==> images/wires.png <==
Only two layers are drawn.
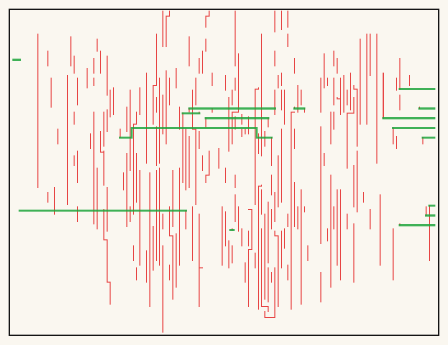
==> images/clocks.png <==
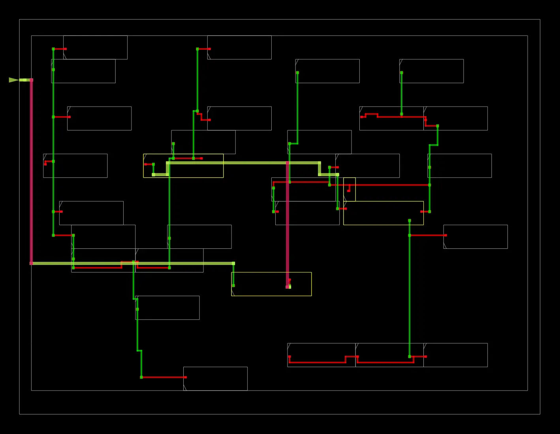
==> images/layer_met1.png <==
Supply wires on this layer in grey.
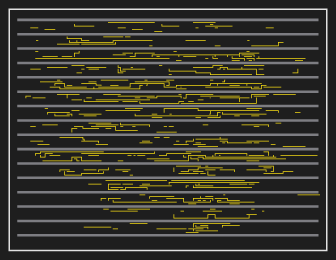
File: src/rtl/serial_frame_receiver_if.sv
// Purpose : Bundles the serial input and the parallel valid/ready output of
//           serial_frame_receiver into one interface.
// Signals :
//   serial_in   serial bit stream from the shift-register delay line
//   data_out    received word, stable while data_valid=1
//   data_valid  word available, held until accepted
//   data_ready  consumer accepts the word when data_valid & data_ready
//   parity_err  parity of the held word was wrong, valid with data_valid
//   frame_err   one-cycle pulse when a frame was discarded for a bad stop bit
//   overrun     sticky flag: a good frame was dropped because the slot was full
//   busy        receiver is inside a frame
// Modports:
//   slave  - the receiver
//   master - the producer/consumer side (serial source and word consumer)
interface serial_frame_receiver_if #(
    parameter int DATA_W = 8
);
    logic              serial_in;
    logic [DATA_W-1:0] data_out;
    logic              data_valid;
    logic              data_ready;
    logic              parity_err;
    logic              frame_err;
    logic              overrun;
    logic              busy;

    modport slave (
        input  serial_in,
        input  data_ready,
        output data_out,
        output data_valid,
        output parity_err,
        output frame_err,
        output overrun,
        output busy
    );

    modport master (
        output serial_in,
        output data_ready,
        input  data_out,
        input  data_valid,
        input  parity_err,
        input  frame_err,
        input  overrun,
        input  busy
    );
endinterface

File: src/rtl/serial_frame_receiver.sv
// Purpose : Deframes the delayed serial stream coming out of the 4-bit shift
//           register, one bit per CLK, into parallel words. Frame format is
//           start=1, DATA_W data bits LSB first, optional parity bit, stop=0.
//           The line idles at 0. Good frames are presented on a valid/ready
//           port; frames with a bad stop bit are discarded with a frame_err
//           pulse.
// Ports   :
//   CLK    clock, all logic on posedge
//   Reset  synchronous, active-high reset; aborts any frame in progress
//   rx     serial_frame_receiver_if.slave (serial_in, data_ready in;
//          data_out, data_valid, parity_err, frame_err, overrun, busy out)
//
// state  | meaning
// -------+-------------------------------------------------------------
// IDLE   | waiting for a start bit (serial_in=1)
// DATA   | shifting in DATA_W data bits, LSB first
// PARITY | sampling the parity bit and recording the parity check result
// STOP   | sampling the stop bit, delivering or discarding the word
module serial_frame_receiver #(
    parameter int DATA_W     = 8,
    parameter int PARITY_EN  = 1,
    parameter int PARITY_ODD = 0
) (
    input  logic                     CLK,
    input  logic                     Reset,
    serial_frame_receiver_if.slave   rx
);

    localparam int CNT_W = (DATA_W > 1) ? $clog2(DATA_W) : 1;
    localparam logic [CNT_W-1:0] CNT_LOAD = CNT_W'(DATA_W - 1);

    typedef enum logic [1:0] {
        IDLE   = 2'd0,
        DATA   = 2'd1,
        PARITY = 2'd2,
        STOP   = 2'd3
    } state_t;

    state_t            state;
    logic [CNT_W-1:0]  bit_cnt;
    logic [DATA_W-1:0] shift_reg;
    logic              par_err_r;

    always_ff @(posedge CLK) begin
        if (Reset) begin
            state         <= IDLE;
            bit_cnt       <= '0;
            shift_reg     <= '0;
            par_err_r     <= 1'b0;
            rx.data_out   <= '0;
            rx.data_valid <= 1'b0;
            rx.parity_err <= 1'b0;
            rx.frame_err  <= 1'b0;
            rx.overrun    <= 1'b0;
            rx.busy       <= 1'b0;
        end else begin
            rx.frame_err <= 1'b0;

            // Consumer handshake; a delivery in STOP below overrides this.
            if (rx.data_valid && rx.data_ready)
                rx.data_valid <= 1'b0;

            case (state)
                IDLE: begin
                    if (rx.serial_in) begin
                        state     <= DATA;
                        bit_cnt   <= CNT_LOAD;
                        par_err_r <= 1'b0;
                        rx.busy   <= 1'b1;
                    end
                end

                DATA: begin
                    // LSB arrives first, so shift in from the top.
                    shift_reg <= {rx.serial_in, shift_reg[DATA_W-1:1]};
                    if (bit_cnt == '0)
                        state <= (PARITY_EN != 0) ? PARITY : STOP;
                    else
                        bit_cnt <= bit_cnt - 1'b1;
                end

                PARITY: begin
                    // XOR of data plus parity bit is 0 for even, 1 for odd.
                    par_err_r <= ((^shift_reg) ^ rx.serial_in) != 1'(PARITY_ODD);
                    state     <= STOP;
                end

                STOP: begin
                    state   <= IDLE;
                    rx.busy <= 1'b0;
                    if (rx.serial_in) begin
                        rx.frame_err <= 1'b1;
                    end else if (!rx.data_valid || rx.data_ready) begin
                        rx.data_out   <= shift_reg;
                        rx.parity_err <= par_err_r;
                        rx.data_valid <= 1'b1;
                    end else begin
                        rx.overrun <= 1'b1;
                    end
                end

                default: begin
                    state   <= IDLE;
                    rx.busy <= 1'b0;
                end
            endcase
        end
    end

endmodule
File: src/flat_wrapper.sv
// flat-port wrapper written by rule: the top's interface ports become plain ports
module serial_frame_receiver_flat 
#(
    parameter int DATA_W     = 8,
    parameter int PARITY_EN  = 1,
    parameter int PARITY_ODD = 0
)
  (CLK, Reset, rx_serial_in, rx_data_ready, rx_data_out, rx_data_valid, rx_parity_err, rx_frame_err, rx_overrun, rx_busy);
  serial_frame_receiver_if #(.DATA_W(DATA_W)) rx_i ();
  input  logic CLK;
  input  logic Reset;
  input wire logic [$bits(rx_i.serial_in)-1:0] rx_serial_in;
  input wire logic [$bits(rx_i.data_ready)-1:0] rx_data_ready;
  output wire logic [$bits(rx_i.data_out)-1:0] rx_data_out;
  output wire logic [$bits(rx_i.data_valid)-1:0] rx_data_valid;
  output wire logic [$bits(rx_i.parity_err)-1:0] rx_parity_err;
  output wire logic [$bits(rx_i.frame_err)-1:0] rx_frame_err;
  output wire logic [$bits(rx_i.overrun)-1:0] rx_overrun;
  output wire logic [$bits(rx_i.busy)-1:0] rx_busy;
  assign rx_i.serial_in = rx_serial_in;
  assign rx_i.data_ready = rx_data_ready;
  assign rx_data_out = rx_i.data_out;
  assign rx_data_valid = rx_i.data_valid;
  assign rx_parity_err = rx_i.parity_err;
  assign rx_frame_err = rx_i.frame_err;
  assign rx_overrun = rx_i.overrun;
  assign rx_busy = rx_i.busy;
  serial_frame_receiver #(.DATA_W(DATA_W), .PARITY_EN(PARITY_EN), .PARITY_ODD(PARITY_ODD)) u_core (.CLK(CLK), .Reset(Reset), .rx(rx_i));
endmodule
File: config.mk
export PLATFORM = sky130hd
export DESIGN_NAME = serial_frame_receiver_flat
export DESIGN_NICKNAME = d
export VERILOG_FILES = /design/src/rtl/serial_frame_receiver_if.sv /design/src/rtl/serial_frame_receiver.sv /design/src/flat_wrapper.sv
export SDC_FILE = /design/constraint.sdc
export NUM_CORES = 1
export LEC_CHECK = 0
export ABC_CLOCK_PERIOD_IN_PS = 1710
export CORE_ASPECT_RATIO = 0.75
export CORE_UTILIZATION = 47
export CTS_BUF_LIST = sky130_fd_sc_hd__clkbuf_16
export CTS_CLUSTER_SIZE = 24
export DETAILED_ROUTE_END_ITERATION = 7
export GPL_TIMING_DRIVEN = 0
export PLACE_DENSITY = 0.73
export SYNTH_ARGS = -nofsm -noshare
export SYNTH_HDL_FRONTEND = slang
export SYNTH_SLANG_ARGS = --single-unit
File: constraint.sdc
create_clock -name CLK -period 1.71 [get_ports CLK]
set_clock_uncertainty 0.2 [all_clocks]
set_input_delay 0.342 -clock CLK [delete_from_list [all_inputs] [get_ports CLK]]
set_output_delay 0.342 -clock CLK [all_outputs]
set_load 0.02 [all_outputs]
==> impl_metrics.env <==
# flow metrics
export IMPL_p_per_area_nw_per_um2=1439
export IMPL_slew_violations=0
export IMPL_hold_depth=3
export IMPL_fin_nets=164
export IMPL_syn_avg_cell_area_sq_um=8.805
export IMPL_hold_end="u_core.rx.frame_err"
export IMPL_rrSetupSlack_ps=60
export IMPL_outcome="completed"
export IMPL_place_hpwl_um=1688
export IMPL_end_kind="flop"
export IMPL_first_iter_violations=26
export IMPL_timing_rr_start="u_core.state[1]"
export IMPL_dieArea_sq_um=2717
export IMPL_first_global_vias=860
export IMPL_layout_top_cells="24 x dfxtp_1, 16 x nor2_1, 14 x a21oi_1"
export IMPL_pwr_share_seq=0.361
export IMPL_wl_per_cell_um=12.43
export IMPL_antenna_found_initial=0
export IMPL_switching_power_mw=0.7153
export IMPL_final_hold_violation_count=0
export IMPL_startpoint_type="flop"
export IMPL_vias_per_cell=5.091
export IMPL_io_pins=17
export IMPL_yosys_register_bits=27
export IMPL_drt_total_wl_um=2324
export IMPL_pwr_share_clk=0.234
export IMPL_finalWeightedCongestion=0.7709
export IMPL_synth_area_top_cells="dfxtp_1 46%, mux2i_1 6.8%, ha_1 6.4%, a21oi_1 5.9%, nor2_1 5.4%"
export IMPL_p_sw_frac=0.3275
export IMPL_path_cells="inv_2 > ha_4 > and2b_2 > and2_4 > mux2_2 > nor2_1"
export IMPL_synth_stat_cells=134
export IMPL_cts_root_buf="clkbuf_16"
export IMPL_yosysUniqueCellTypes=25
export IMPL_fmaxAchievable_mhz=605.4
export IMPL_synth_area_leader_cell="dfxtp_1"
export IMPL_htree_levels=1
export IMPL_clock_tree_buffer_depth=2
export IMPL_internal_power_mw=1.469
export IMPL_dieWidth_um=59.86
export IMPL_chipHeight_um=45.39
export IMPL_num_vias=952
export IMPL_std_cell_rows=15
export IMPL_first_pass_iters=4
export IMPL_crit_slowest_cell="dfxtp_2"
export IMPL_numCtsBuffers=3
export IMPL_path_class="flop to flop"
export IMPL_power_mw=2.184
export IMPL_area_delta_synth_final_pct=28.63
export IMPL_yosysChipArea_sq_um=1180
About wires.png:
- red: metal 2 (wire length 1130 um)
- green: metal 3 (wire length 101 um)

About clocks.png:
Sink Count: 27
Clock group: 0.512 mW
# clk buffers: 3
seq_cells: 27
clk latency late pin: 260 ps

About layer_met1.png:
- share of all routed wire: 46%
- longest straight run: 25.3 um
- nets with wire on the layer: 147

synth_stat cells, drive strengths merged:
master / number
mux2i: 8
o21ba: 1
xnor2: 7
and2b: 1
o21ai: 3
buf: 4
clkbuf: 3
a21oi: 14
a221oi: 2
nor3: 2
nor2b: 3
dfxtp: 27
ha: 6
inv: 5
nor2: 17
nand3: 9
nor3b: 1
and2: 1
nand2: 14
nand2b: 3
nor4: 1
mux2: 2
routing by layer:
layer / vias up / routed length (um) / GRT usage
met5: - / 0 / 0
met4: 0 / 35 / 0.06977
met3: 4 / 100 / 0.05114
met2: 21 / 1126 / 0.3289
met1: 441 / 1062 / 0.2357
li1: 486 / - / -
logic make-up (layout without fill, tap and decap cells):
kind of cell / Yosys count / after routing / synth area share
compound gates: 20 / 20 / 0.09544
flops: 27 / 27 / 0.4581
mux: 10 / 10 / 0.08696
simple gates: 52 / 52 / 0.2004
fa+ha+maj: 6 / 6 / 0.06363
xor+xnor: 7 / 7 / 0.05196
buf+inv: 12 / 31 / 0.04348
timing repair:
| item | 4_1_cts | 5_1_grt |
|---|---|---|
| setup buffers | 2 | 0 |
| endpoints found under the setup margin | 21 | 15 |
| resized | 22 | 15 |
| hold buffers | 0 | 0 |
| pin swaps | 0 | 1 |
layout make-up:
class / count / area, sq um
clock buffer: 3 / 75.07
tap: 34 / 42.54
fill: 214 / 809.5
buffer: 6 / 27.53
clock inverter: 1 / 3.754
timing repair buffer: 16 / 151.4
multi-input combinational: 95 / 654.4
inverter: 5 / 18.77
sequential: 27 / 544.3
worst register-to-register path, cell delays in order (launching register included):
cell and delay (ps):
dfxtp_2 360, inv_2 60, ha_4 220, and2b_2 240, and2_4 170, mux2_2 250, nor2_1 80
power groups by stage:
stage	sequential [mW]	combinational [mW]	clock, mW
after floorplan	0.779	0.516	0
after global placement	0.775	0.615	0
after detailed placement	0.781	0.655	0
after CTS	0.770	0.763	0.524
after global routing	0.801	0.973	0.544
final	0.788	0.884	0.512
per-stage QoR:
stage               TNS, ps    util  instance area, sq um
CTS                       0  0.6339                  1475
finish                    0  0.6522                  1518
floorplan                 0       -                  1180
global route         -19.73  0.6522                  1518
detailed placement    -1147  0.5855                  1363
global placement     -757.6  0.5855                  1363
how the worst max path moves through the flow:
stage                                from                     to  slack (ps)  cells after the start
after global placement      rx_data_ready  u_core.rx.data_out[2]         -80                      5
after detailed placement  u_core.state[1]      u_core.bit_cnt[0]        -120                      7
after global routing      u_core.state[0]       u_core.par_err_r         -20                      6
after CTS                 u_core.state[1]      u_core.bit_cnt[0]          20                      7
final                     u_core.state[1]      u_core.bit_cnt[0]          60                      6
after floorplan           u_core.state[1]      u_core.bit_cnt[0]          20                      7
No activity file was given, so power comes from the tool's default toggle rates.
